[src/rtl/serial_mod_detector_pkg.sv]
// Shared definitions for the serial divisibility detector: frame bit order,
// the width helper, and the divisor legality check used at elaboration.
package serial_mod_detector_pkg;

  typedef enum logic {
    MODE_MSB = 1'b0,
    MODE_LSB = 1'b1
  } mode_e;

  localparam int DIVISOR_MIN = 2;
  localparam int DIVISOR_MAX = 255;

  // Smallest width able to hold values 0..v-1.
  function automatic int clog2(input int v);
    int r;
    r = 0;
    while ((1 << r) < v) r = r + 1;
    return r;
  endfunction

  function automatic bit divisor_ok(input int d);
    return (d >= DIVISOR_MIN) && (d <= DIVISOR_MAX);
  endfunction

endpackage

[src/rtl/serial_mod_detector_mod_reduce.sv]
// Reduces an operand known to be below 2*DIVISOR to its value mod DIVISOR
// with a single conditional subtract.
module mod_reduce #(
  parameter int DIVISOR = 4,
  parameter int REM_W   = 2
) (
  input  logic [REM_W:0]   op_i,
  output logic [REM_W-1:0] res_o
);

  localparam logic [REM_W:0] DIV_W = (REM_W + 1)'(DIVISOR);

  // The true difference always fits in REM_W bits, so subtracting in the
  // narrow width (modulo 2^REM_W) yields the exact result.
  always_comb begin
    if (op_i >= DIV_W) begin
      res_o = op_i[REM_W-1:0] - DIV_W[REM_W-1:0];
    end else begin
      res_o = op_i[REM_W-1:0];
    end
  end

endmodule

[src/rtl/serial_mod_detector.sv]
// Serial divisibility detector: tracks the running remainder of a bit-serial
// number modulo DIVISOR, MSB-first or LSB-first, with framed results.
module serial_mod_detector
  import serial_mod_detector_pkg::*;
#(
  parameter int DIVISOR = 4,
  parameter int CNT_W   = 16
) (
  input  logic                           clk,
  input  logic                           rstn,
  input  logic                           din_valid,
  input  logic                           din,
  input  logic                           sof,
  input  logic                           eof,
  input  logic                           lsb_first,
  output logic [clog2(DIVISOR)-1:0]      remainder,
  output logic                           divisible,
  output logic [CNT_W-1:0]               bit_count,
  output logic                           result_valid,
  output logic                           result_divisible
);

  localparam int REM_W = clog2(DIVISOR);

  if (!divisor_ok(DIVISOR)) begin : g_bad_divisor
    $error("serial_mod_detector: DIVISOR must be within 2..255");
  end

  logic [REM_W-1:0] rem_q, rem_d;
  logic [REM_W-1:0] w_q, w_d;
  mode_e            mode_q, mode_d;
  logic [CNT_W-1:0] cnt_q, cnt_d;
  logic             rv_q, rv_d;
  logic             rd_q, rd_d;

  // A valid sof restarts the arithmetic from r=0, w=1 on this very bit.
  logic             sof_v;
  logic [REM_W-1:0] r_in, w_in;
  mode_e            mode_eff;
  logic [REM_W:0]   t_msb, s_lsb, w_dbl;
  logic [REM_W-1:0] r_msb, r_lsb, w_next, r_new;

  assign sof_v    = din_valid & sof;
  assign r_in     = sof_v ? '0 : rem_q;
  assign w_in     = sof_v ? REM_W'(1) : w_q;
  assign mode_eff = sof_v ? mode_e'(lsb_first) : mode_q;

  assign t_msb = {r_in, din};
  assign s_lsb = {1'b0, r_in} + (din ? {1'b0, w_in} : '0);
  assign w_dbl = {w_in, 1'b0};

  mod_reduce #(.DIVISOR(DIVISOR), .REM_W(REM_W)) u_msb (.op_i(t_msb), .res_o(r_msb));
  mod_reduce #(.DIVISOR(DIVISOR), .REM_W(REM_W)) u_lsb (.op_i(s_lsb), .res_o(r_lsb));
  mod_reduce #(.DIVISOR(DIVISOR), .REM_W(REM_W)) u_wgt (.op_i(w_dbl), .res_o(w_next));

  assign r_new = (mode_eff == MODE_LSB) ? r_lsb : r_msb;

  // Next-state: accept a bit, close a frame on eof, otherwise hold.
  always_comb begin
    rem_d  = rem_q;
    w_d    = w_q;
    mode_d = mode_q;
    cnt_d  = cnt_q;
    rv_d   = 1'b0;
    rd_d   = rd_q;
    if (din_valid) begin
      mode_d = mode_eff;
      if (eof) begin
        rem_d = '0;
        w_d   = REM_W'(1);
        cnt_d = '0;
        rv_d  = 1'b1;
        rd_d  = (r_new == '0);
      end else begin
        rem_d = r_new;
        w_d   = (mode_eff == MODE_LSB) ? w_next : w_in;
        if (sof_v) begin
          cnt_d = CNT_W'(1);
        end else if (cnt_q != '1) begin
          cnt_d = cnt_q + CNT_W'(1);
        end
      end
    end
  end

  // State registers; reset drops any frame in progress without a result.
  always_ff @(posedge clk or negedge rstn) begin
    if (!rstn) begin
      rem_q  <= '0;
      w_q    <= REM_W'(1);
      mode_q <= MODE_MSB;
      cnt_q  <= '0;
      rv_q   <= 1'b0;
      rd_q   <= 1'b0;
    end else begin
      rem_q  <= rem_d;
      w_q    <= w_d;
      mode_q <= mode_d;
      cnt_q  <= cnt_d;
      rv_q   <= rv_d;
      rd_q   <= rd_d;
    end
  end

  assign remainder        = rem_q;
  assign divisible        = (rem_q == '0);
  assign bit_count        = cnt_q;
  assign result_valid     = rv_q;
  assign result_divisible = rd_q;

endmodule

[config.mk]
export PLATFORM = sky130hd
export DESIGN_NAME = serial_mod_detector
export DESIGN_NICKNAME = d
export VERILOG_FILES = /design/src/rtl/serial_mod_detector_pkg.sv /design/src/rtl/serial_mod_detector_mod_reduce.sv /design/src/rtl/serial_mod_detector.sv
export SDC_FILE = /design/constraint.sdc
export NUM_CORES = 1
export LEC_CHECK = 0
export CAP_MARGIN = 20
export CORE_ASPECT_RATIO = 1.4
export CORE_UTILIZATION = 34
export CTS_CLUSTER_DIAMETER = 40
export DETAILED_ROUTE_END_ITERATION = 10
export PLACE_DENSITY = 0.66
export SLEW_MARGIN = 10
export SYNTH_ARGS = -nofsm -noshare
export SYNTH_HDL_FRONTEND = slang
export SYNTH_SLANG_ARGS = --single-unit
[constraint.sdc]
create_clock -name clk -period 3.2 [get_ports clk]
set_input_delay 0.64 -clock clk [delete_from_list [all_inputs] [get_ports clk]]
set_output_delay 0.64 -clock clk [all_outputs]
set_load 0.1 [all_outputs]
**Run 1: wiring by layer**

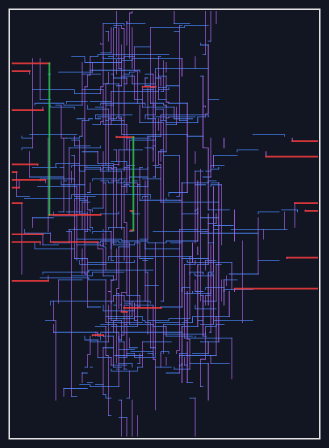
red -> metal 3  # wire length 116 um
blue -> metal 1  # wire length 1150 um
green -> metal 4  # wire length 42.8 um
purple -> metal 2  # wire length 1550 um
drt wl/cell: 14.3 um
Detailed Route WL: 2.86 mm
Via Count: 1085

**Run 1: clock wiring as the flow saved it**

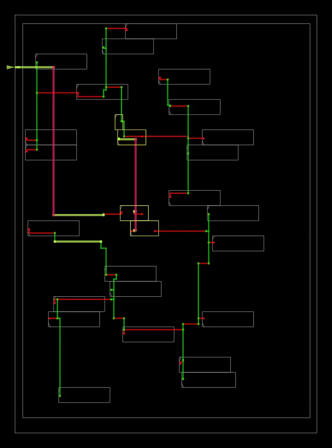
skew final: 8.43 ps
Clock buffer cells: 4
Late-Pin Clk Latency: 260 ps

==> flow_metrics.py, run 1 <==
# Synthesis and PnR figures
metrics = {
    "clocking": {
        "cts_resized": 0,
        "clk_pin_slew_ps": 90,
        "clockBufferDepth": 2,
        "htreeDepth": 1,
        "cts-buffers-inserted": 3,
        "post_cts_buffers": 0,
    },
    "setup_path": {
        "slowest_stage": "clkdlybuf4s50_1",
        "timing.rr.end": "bit_count[8]",
        "crit_path_end": "bit_count[15]",
        "cp_slowest_stage_delay_ps": 560,
        "r2r-start": "bit_count[0]",
        "arrival_ps": 2410,
        "critical_path_peak_fanout": 13,
        "crit_family": "buffers and inverters",
        "path_cells": "clkdlybuf4s50_1, and2_1, nor4_4, buf_4, a2111oi_2, xnor2_1, nor2_1",
    },
    "global_routing": {
        "grt-busiest-layer": "met2",
        "grt.total_usage": 0.161,
        "use_met1": 0.204,
        "grt_pass1_vias": 1027,
        "use_met2": 0.279,
    },
    "worst_hold_path": {
        "hold_depth": 2,
        "hp-start": "bit_count[1]",
    },
    "timing": {
        "period_used_share": 0.710,
        "fin_ws_ps": 928,
        "finalHoldViolations": 0,
    },
    "cells_and_area": {
        "seq_cells": 23,
        "clock_cell_area_share": 0.0281,
        "num-fill-cells": 374,
        "logic_gate_count": 95,
        "lay_top_cells": "buf_4, dfrtp_1, nor2_1",
        "largest_class": "logic gates",
        "largest_register_ffs": 16,
        "final-comb-area_um2": 662,
        "area_growth_pct": 23.9,
    },
    "yosys": {
        "muxShareOfSynthArea": 0.0232,
        "ys_sh_xor": 0.0474,
        "ys_sh_adder": 0.0193,
        "synth-seq-area-share": 0.446,
        "top_cell": "dfrtp_1",
        "dominantRegCellSynth": "dfrtp_1",
        "area_leaders": "dfrtp_1, xnor2_1, nor2_1",
    },
    "status": {
        "status": "complete, no violations",
    },
    "route": {
        "top_layer": "met4",
        "dr.pass1.iters": 4,
        "met2_length_mm": 1.55,
    },
    "floorplanning": {
        "die_w_um": 54.1,
        "die_h_um": 75.0,
        "placementRows": 26,
        "boundaryPins": 28,
        "tapcell.inserted": 42,
        "chipArea_um2": 4060,
    },
    "power_and_ir_drop": {
        "power_frac_seq": 0.473,
    },
    "placed_design": {
        "gp_congestion": 0.757,
    },
}
**Run 1: pin placement**

Pins as bars across the die edge, other pins in gray.
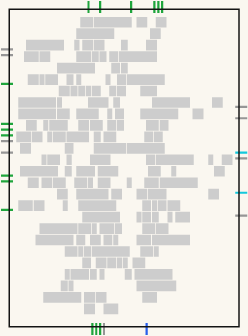
green -> bit_count  # pins 16, direction output, edge 7 left, 6 top, 3 bottom
blue -> lsb_first  # pins 1, direction input, edge bottom
cyan -> remainder  # pins 2, direction output, edge right

==> run 2: changes to the inputs <==
Clock period 3.2 ns to 2.29 ns, I/O delays scaled along.
**Run 2: wiring by layer**

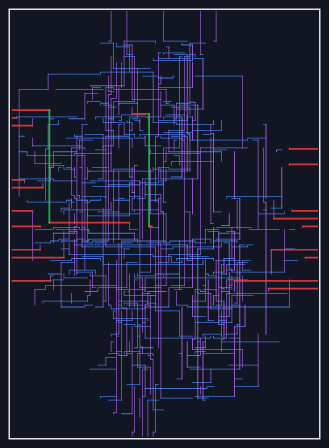
red -> metal 3  # wire length 121 um
green -> metal 4  # wire length 39.4 um
purple -> metal 2  # wire length 1540 um
blue -> metal 1  # wire length 1280 um

**Run 2: pin placement**

Pins as bars across the die edge, other pins in gray.
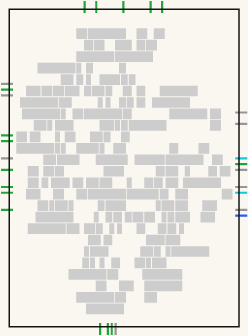
green -> bit_count  # pins 16, direction output, edge 7 left, 5 top, 3 bottom, 1 right
blue -> lsb_first  # pins 1, direction input, edge right
cyan -> remainder  # pins 2, direction output, edge right
chip width: 54.1 um
Die H: 75.0 um
# port buffers: 27

**Run 2: register map, names as in the netlist**

Other sequential cells in the stronger gray, the rest of the logic in the fainter gray.
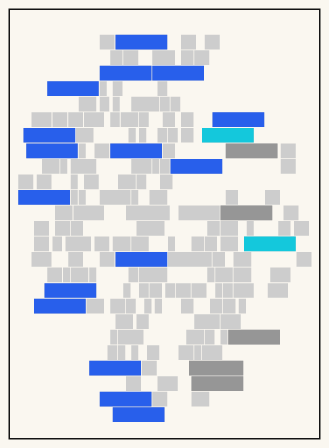
blue -> bit_count  # sequential cells 16
cyan -> remainder  # sequential cells 2

==> run 2 against run 1 <==
Compared with the run above:
- clock power up 43%
- sequential power up about 40%
- setup slack worse by 590 ps
- worst hold slack worse by 4.2 ps
- via count down 0.28%
- utilization up 1.1 points
- critical path depth unchanged
- power up 41%
- sequential share of layout area down 0.85 points
- critical path type unchanged
- highest routed layer unchanged
==> flow_metrics.py, run 2 <==
# Synthesis and PnR figures
metrics = {
    "yosys": {
        "synth.distinct_cells": 41,
        "top_cell": "dfrtp_1",
        "yosys-stat-cells": 128,
        "ys_ff": 23,
        "area_leaders": "dfrtp_1, xnor2_1, nor2_1",
        "synth-seq-area-share": 0.446,
        "top_logic_kind": "simple AND/OR/NAND/NOR gates",
        "synth-edff-count": 0,
        "synth_top_area_share": 0.426,
        "dominantRegCellSynth": "dfrtp_1",
        "netlist_instances": 128,
        "ys_sh_xor": 0.0474,
        "ys_sh_adder": 0.0193,
        "yosys.area.top_type": "dfrtp_1",
        "muxShareOfSynthArea": 0.0232,
    },
    "cells_and_area": {
        "largest_register_ffs": 16,
        "fin_util": 0.451,
        "nClkBuffers": 3,
        "layout.nets": 171,
        "num-fill-cells": 379,
        "inv_count": 5,
        "largest_class": "logic gates",
        "seq_cells": 23,
        "final-comb-area_um2": 664,
        "clock_cell_area_share": 0.0282,
        "lay_top_cells": "buf_4, dfrtp_1, nor2_1",
        "area_growth_pct": 26.9,
        "antenna_cells": 0,
        "ff_latch_area_um2": 577,
        "logic_gate_count": 95,
    },
    "global_routing": {
        "use_met2": 0.301,
        "grt_use_met3": 0.0242,
        "grt-ovfl-total": 0,
        "grt_pass1_wl_mm": 5.07,
        "grt_pass1_vias": 1087,
        "use_met1": 0.208,
        "grt.total_usage": 0.171,
        "grt-busiest-layer": "met2",
    },
    "setup_path": {
        "crit_path_end": "bit_count[15]",
        "reg2reg_depth": 5,
        "cp_slowest_stage_delay_ps": 490,
        "worstPathRequired_ps": 2450,
        "path_cells": "clkdlybuf4s50_1, and2_1, nor4_4, buf_12, a2111oi_2, xnor2_1, nor2_1",
        "r2r-start": "bit_count[0]",
        "path_class": "in -> reg",
        "cp-end-kind": "register",
        "arrival_ps": 2120,
        "worst_setup_path_start_kind": "primary input",
        "crit_family": "buffers and inverters",
        "timing.rr.end": "bit_count[8]",
        "critical_path_peak_fanout": 13,
        "slowest_stage": "clkdlybuf4s50_1",
    },
    "route": {
        "wirelength_mm": 2.99,
        "top_layer": "met4",
        "dr.pass1.iters": 4,
        "met2_length_mm": 1.54,
        "wire_per_inst_um": 14.7,
        "num_vias": 1082,
        "drc": 0,
        "viasPerCell": 5.33,
        "ant_nets": 0,
    },
    "power_and_ir_drop": {
        "power_frac_seq": 0.468,
        "power_leader": "registers",
        "p_leak_nw": 0.712,
        "power_density_nw_per_um2": 576,
    },
    "clocking": {
        "hold_buffers": 0,
        "clockBufferDepth": 2,
        "htreeDepth": 1,
        "post_cts_buffers": 0,
        "cts.sinks": 23,
        "clk_pin_slew_ps": 80,
        "worstSkewPairLatency_ps": 270,
        "cts-buffers-inserted": 3,
        "cts_resized": 0,
    },
    "worst_hold_path": {
        "hold_depth": 1,
        "hp-start": "w_q[1]",
    },
    "floorplanning": {
        "placementRows": 26,
        "fp-utilization": 0.355,
        "tapcell.inserted": 42,
        "chipArea_um2": 4060,
        "boundaryPins": 28,
    },
    "timing": {
        "period_used_share": 0.853,
        "skew_ps": 1.02,
        "finalHoldViolations": 0,
        "fin_ws_ps": 336,
        "relSlewSlack": 0.751,
    },
    "status": {
        "status": "complete, no violations",
    },
    "placed_design": {
        "gp_congestion": 0.762,
    },
}
==> run 3: changes to the inputs <==
Clock period 2.29 ns to 1.9 ns, I/O delays scaled along.
**Run 3: wiring by layer**

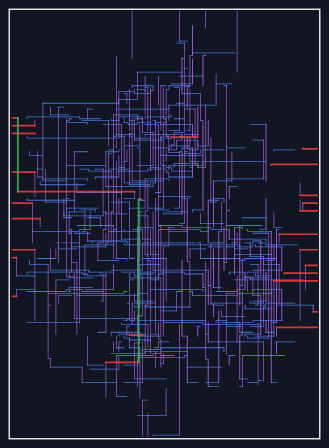
Via Count: 1129
Detailed Route WL: 3.02 mm

**Run 3: clock wiring as the flow saved it**

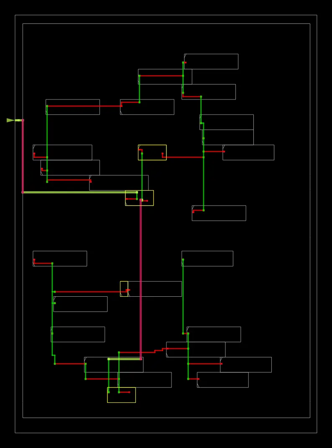
flop count: 23
Late-Pin Clk Latency: 270 ps
total CTS buffers: 3
Sink Count: 23

**Run 3: pin placement**

Pins as bars across the die edge, other pins in gray.
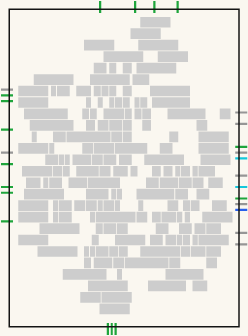
cyan -> remainder  # pins 2, direction output, edge right
green -> bit_count  # pins 16, direction output, edge 7 left, 4 top, 3 bottom, 2 right
blue -> lsb_first  # pins 1, direction input, edge right

==> run 3 against run 2 <==
Compared with the run above:
- synthesized cell count unchanged
- critical endpoint is now result_divisible
- register-to-register slack worse by 320 ps
- power up 26%
- clock skew about the same
- non-clock buffer count up 5
- sequential share of layout area down 3.8 points
- highest routed layer unchanged
- flip-flop count unchanged
==> flow_metrics.py, run 3 <==
# Synthesis and PnR figures
metrics = {
    "yosys": {
        "yosys.area.top_type": "dfrtp_1",
        "netlist_instances": 128,
        "dominantRegCellSynth": "dfrtp_1",
        "area_leaders": "dfrtp_1, xnor2_1, nor2_1",
        "synth.distinct_cells": 41,
        "yosys-stat-cells": 128,
        "synth-edff-count": 0,
        "muxShareOfSynthArea": 0.0232,
    },
    "placed_design": {
        "gp_congestion": 0.784,
        "io_buffers": 27,
    },
    "clocking": {
        "clockBufferDepth": 2,
        "cts_resized": 0,
        "post_cts_buffers": 0,
        "htreeDepth": 1,
        "clk_pin_slew_ps": 80,
        "hold_buffers": 0,
    },
    "timing": {
        "finalHoldViolations": 0,
        "period_used_share": 0.957,
        "relSlewSlack": 0.782,
        "skew_ps": 1.51,
        "fin_ws_ps": 81.7,
    },
    "cells_and_area": {
        "layout.nets": 176,
        "logic_gate_count": 95,
        "ff_latch_area_um2": 611,
        "antenna_cells": 0,
        "clock_cell_area_share": 0.0232,
        "lay_top_cells": "buf_12, buf_4, dfrtp_2",
        "fin_util": 0.534,
    },
    "global_routing": {
        "grt.total_usage": 0.173,
        "grt_pass1_vias": 1186,
        "use_met2": 0.309,
        "grt_use_met3": 0.0202,
        "grt_pass1_wl_mm": 5.11,
    },
    "setup_path": {
        "worstPathRequired_ps": 2060,
        "r2r-start": "bit_count[0]",
        "path_cells": "clkdlybuf4s50_1, and2_4, o21a_1, ha_1, nor2b_1, a2bb2oi_1, a2bb2oi_1, a31o_2",
        "crit_family": "AND-OR/OR-AND gates",
        "crit_path_end": "result_divisible",
    },
    "route": {
        "viasPerCell": 5.43,
        "ant_nets": 0,
        "drc": 0,
        "wire_per_inst_um": 14.5,
        "top_layer": "met4",
    },
    "power_and_ir_drop": {
        "power_density_nw_per_um2": 611,
        "power_leader": "registers",
    },
    "floorplanning": {
        "boundaryPins": 28,
        "tapcell.inserted": 42,
        "fp-utilization": 0.355,
    },
    "status": {
        "status": "complete, no violations",
    },
}
Power figures rest on the tool's default switching activity, not on a simulated workload.
